Design bnn_weight_sched, sky130hd; sources not shown.
Figure 1. Clock distribution.
Scale bar: 20 microns.
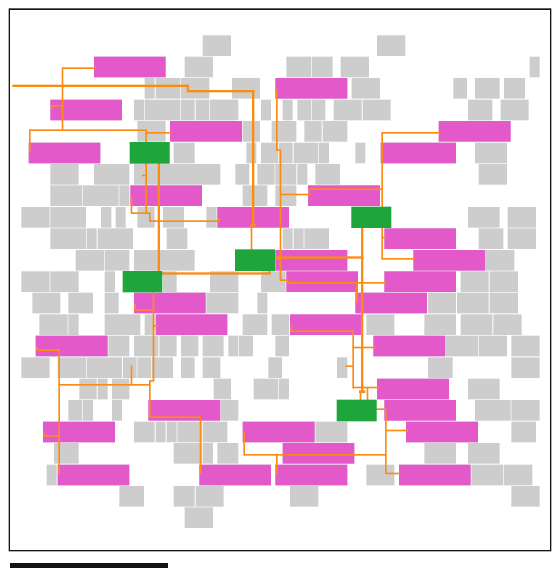
legend:
  flip-flops:
    color: magenta
    count: 32
  cells driving clock nets:
    color: green
    count: 5
  clock wires:
    color: orange
    length: 413 microns
flops lie: all over the die
routed clock nets: 6
Clock Skews: 4.57 ps
clock share of power: 20.2%

Figure 2. Congestion heat map.
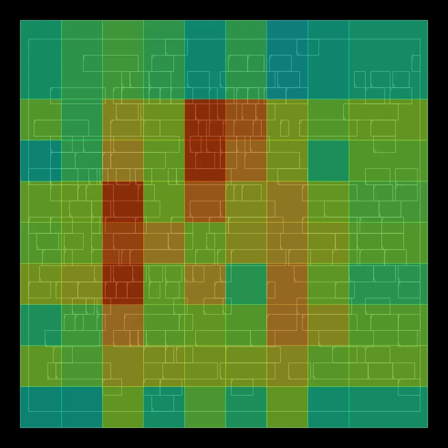
met3 Use GR: 5.33%
wire length per cell: 13.9 microns

==> commit_impl_results.txt <==
Update PnR metrics after Yosys + OpenROAD run

- Summed over all routing layers, the global router reports a total usage of ~16%.
- The initialized floorplan defines 23 standard-cell rows.
- Routability-driven placement finished with a final weighted congestion of between 0.8 and 0.9.
- According to the timing report, the arrival time at the worst endpoint equals approximately 1600 ps.
* Place WS: approximately 85 ps
- In this run the static leakage power is approximately 1.0 nW.
- Yosys instantiated no cell more often than dfrtp_1.
- Pre-Repair DR Iteration Count: 4
- DR vias/cell: between 5 and 6
- The run finished with clean final reports.
- CTS buffer count: 5
- Die height: 68.4 microns
* Total I/O pin count: 50
* Max H-tree Level: 2
- Crit path setup slack, layout: approximately 90 ps
- The critical path crosses 2 cells after its start point.
* CTS hold repair buffers: 0
- Number of port buffers: roughly 48
- In this design, the stage delay of the slowest critical-path cell is between 500 and 600 ps.
- The tightest hold path in the finished design has a slack of 419 ps.
* Final wirelength: around 3.5 mm
- Synthesized net count: between 150 and 200
- Final ANT Viol Nets: 0
- Worst Setup Start Kind: flip-flop
* Nets: between 200 and 250
- Slowest cell on crit path: clkdlybuf4s50_1
* Worst min-delay path category: in -> async
- After synthesis the netlist holds a flip-flop and latch count of 32.
* Number of flip-flops under the largest register name: 10
-- worst register-to-register path, delay by kind of cell, from the launching register on --
family          cells  cell delay [ps]
compound gates      2              460
flops               1              430
mux                 1              320
simple gates        1              590
-- logic make-up after synthesis --
logic type	share of synthesized area, %
flip-flops	51.9
AND-OR/OR-AND	8.83
buffers and inverters	2.92
other	0.243
XOR/XNOR	6.81
multiplexers	9.40
AND/OR/NAND/NOR	14.3
adder cells (fa/ha/maj)	5.67
-- area by class of cell --
cell class                 instances  area [sq um]  share of cell area [%]
clock inverter                     2          35.0                    1.56
sequential                        32           802                    35.7
inverter                           7          26.3                    1.17
timing repair buffer              58           551                    24.5
tap                               50          62.6                    2.78
clock buffer                       6          72.6                    3.23
multi-input combinational         94           698                    31.1
-- routing by layer --
layer / share of wire [%] / global-route usage, %
met3: 8.1 / 5.33
met5: 0 / 0
met1: 46 / 19.9
met2: 45 / 24.4
met4: 1.6 / 7.81
-- layout by cell type, fill, tap and decap left out, drive strengths merged, types with 7 or more instances in the layout --
cell type and n:
clkdlybuf4s50 40, dfrtp 32, nor2 15, mux2 12
buf 10, xnor2 7, ha 7, inv 7
-- power breakdown --
group	internal, mW	total, mW	switching, mW
sequential	0.848	0.968	0.120
combinational	0.682	1.39	0.707
clock	0.369	0.595	0.226
total	1.90	2.95	1.05
-- repair_timing --
item / CTS / global route
endpoints found under the setup margin: 12 / 7
hold endpoints to repair: 0 / 0
gates resized: 7 / 2
setup buffers: 0 / 1
Power is estimated from default activity; no workload was simulated.
